Metal 1:
Bar = 20 um. Cells faint in the background.
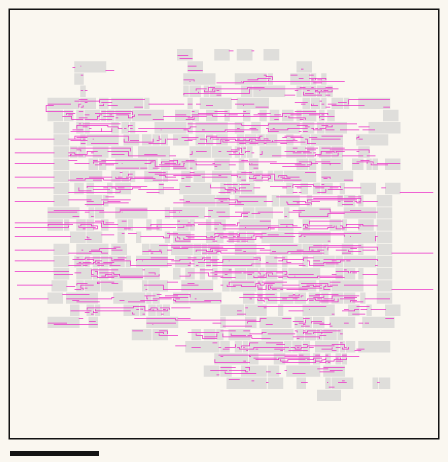
M2 wires:
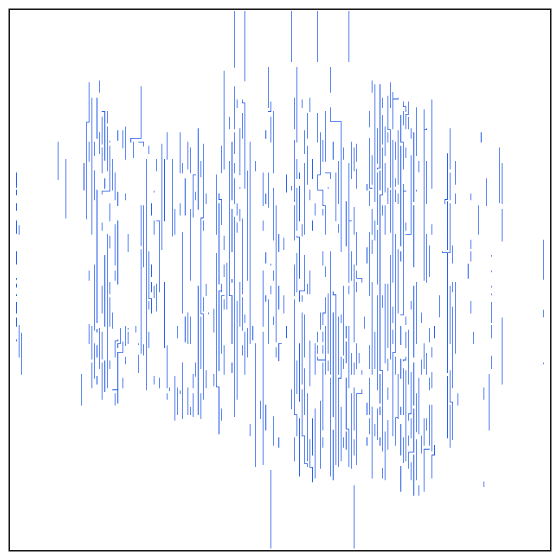
Metal 3:
Bar = 20 um.
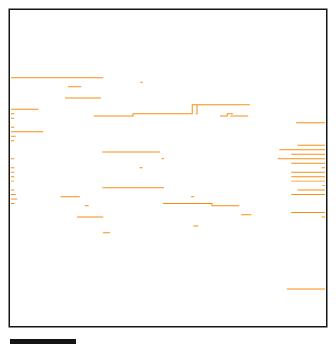
Clock nets:
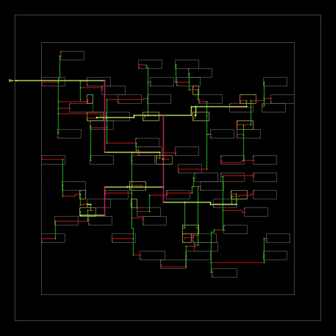
Design bin2bcd_seq, sky130hd; sources not shown.
==> GITHUB_STEP_SUMMARY <==
## Implementation flow summary

| Metric | Value |
|---|---|
| Total GRT Usage | 0.158 |
| Max H-tree Level | 3 |
| Total Nets Final | 412 |
| Startpoint types | register |
| RSZ-0062 raised after global routing | true |
| Worst hold stages | 2 |
| Hold_buf cts | 0 |
| Synth warnings | 6 |
| Leak Pwr | 0.00138 uW |
| Synth-to-layout area growth | 25.5% |
| Antenna diode count | 0 |
| Core footprint | 0.00624 sq mm |
| CTS buffer count | 9 |
| Sw frac | 0.258 |
| Uppermost layer routed | met4 |
| Largest net degree at the start of global routing | 11 |
| Num ports | 40 |
| Routed Antenna Nets | 0 |
| Outcome | finished with violations |
| Achievable frequency | 459 MHz |
| Met3 routed WL | 349 um |
| CTS tree | yes |
| Tool Warnings | 33 |
| Placed Area | 0.00335 sq mm |
| Max_cap viols | 0 |
| Placed cells | 448 |
| Worst-Margin Slew | 0.568 ns |
| Iteration-0 DRC Markers | 136 |
| Vias in the first global route | 2449 |
| Setup CP Type | register to register |
| DR vias/cell | 5.37 |
| First-pass GRT wire length | 11500 um |
| CP arrival | 2.44 ns |
| Routed metal-1 wirelength | 3120 um |
| Mapped cell area | 0.00286 sq mm |
| CP required | 2.36 ns |
| Post-Synthesis Mean Instance Area | 8.55 sq um |
| Peak VDD IR | 437 uV |
| Combinational share of power | 0.108 |
| Clock Path Buffers | 2 |
| Die width | 95.7 um |
| Die area | 0.00915 sq mm |
| Fin util | 0.575 |
| Failing checks | negative setup slack |
| Die H | 95.7 um |
| Post-Synthesis Cells | 334 |
| Pwr per Cell Area | 636 mW/mm^2 |
| Final hold vios | 0 |
| Share of layout cells above drive strength 1 | 0.121 |
| Internal power | 1690 uW |
| Clock share of power | 0.392 |
| FP Rows | 29 |
| Port Buf Inserts | 37 |
| Net Sw Power | 589 uW |
| Final worst setup slack | -0.0794 ns |
| Hpwl dp | 4930 um |
| Seq pwr share | 0.500 |
| Setup total negative slack | -0.145 ns |
| Post-route cell area | 0.00359 sq mm |
| Crit-path max FO | 3 |
| Final Power | 2280 uW |
| GP Congestion | 0.818 |
| Final setup fails | 2 |
| Worst slew margin relative to its limit | 0.622 |
| DR WL met2 | 3400 um |
| 1st-pass router iterations | 5 |
| Flop-to-flop setup slack | -0.08 ns |
| Post-DR wirelength/cell | 14.9 um |
| Hold crit path type | register to register |
| Setup crit end kind | register |
| Starting Density | 0.458 |
| Post-Syn Nets | 361 |
| Root buffer cell | clkbuf_8 |
| Residual DRC | 0 |
| Register-to-Register Path Depth | 8 |
| Slew Limit Fails | 0 |
| Final period util | 1.04 |
| Non-filler instance count after layout | 466 |
| WHS | 0.456 ns |
| Worst-path clk slew | 0.07 ns |
| Post-layout min period | 2.18 ns |
| Total gr overflow | 0 |
| Pre-CTS setup slack | -0.130 ns |
| Layout fillers | 583 |
| Initial antenna violation count | 0 |
## Picture notes: 'metal 1'
longest straight run	30.8 um
main direction	horizontal
GR Util met1: 0.183
Routed WL: 6970 um
Vias: 2503

## Picture notes: 'M2 wires'
share of all routed wire	49%
nets with wire on the layer	346
wire length on this layer	3400 um
main direction	vertical
longest straight run	40.8 um
grt met2 use: 0.273

## Picture notes: 'metal 3'
nets with wire on the layer	44
wire length on this layer	349 um
longest straight run	27.6 um
share of all routed wire	5.0%
met3 usage: 0.0551

## Picture notes: 'clock nets'
Flops: 57
clock buffers: 11
worst skew pair latency: 0.34 ns
clk_skew: 0.0101 ns
number of clock sinks: 57

-- power by group through the flow --
stage	registers (uW)	logic, uW	clock network (uW)
after floorplan	1160	155	0
after detailed placement	1160	246	0
after CTS	1140	247	899
after global placement	1160	239	0
final	1140	246	894
after global routing	1140	271	954
-- cell usage in the layout (no fill, tap or decap), types with 6 or more instances in the layout --
cell             instances
a21boi_1                 9
a21oi_1                 18
and2_1                  13
clkbuf_1                18
clkbuf_8                10
clkdlybuf4s50_1         37
dfxtp_1                 53
ha_1                     6
inv_1                    9
mux2i_1                 16
nand2_1                 42
nand2b_1                 6
nand3b_1                 8
nor2_1                  14
nor2b_1                 17
nor3_1                   9
nor3b_1                 24
o21ai_1                 16
-- what timing repair did --
item	CTS	global route
resized	12	5
endpoints found under the setup margin	2	3
setup buffers	2	1
cloned	0	0
-- final cells by class --
| type | count | area, sq um | area share |
|---|---|---|---|
| multi-input combinational | 241 | 1640 | 0.456 |
| sequential | 57 | 1150 | 0.320 |
| timing repair buffer | 40 | 393 | 0.110 |
| clock buffer | 11 | 145 | 0.0405 |
| buffer | 24 | 105 | 0.0293 |
| tap | 77 | 96.3 | 0.0269 |
| inverter | 12 | 45.0 | 0.0126 |
| clock inverter | 4 | 20.0 | 0.00558 |
-- worst max-delay path, stage by stage, from the launching register on --
cell	delay, ns
dfxtp_2	0.33
inv_2	0.06
ha_2	0.17
nand2b_4	0.14
a21oi_4	0.18
mux2i_2	0.10
or4_4	0.54
or4_4	0.45
o211ai_2	0.14
-- layer usage --
| layer | up-vias | track usage |
|---|---|---|
| li1 | 1242 | - |
| met1 | 1187 | 0.183 |
| met2 | 62 | 0.273 |
| met3 | 12 | 0.0551 |
| met4 | 0 | 0.0397 |
| met5 | - | 0 |
No activity file was given, so power comes from the tool's default toggle rates.
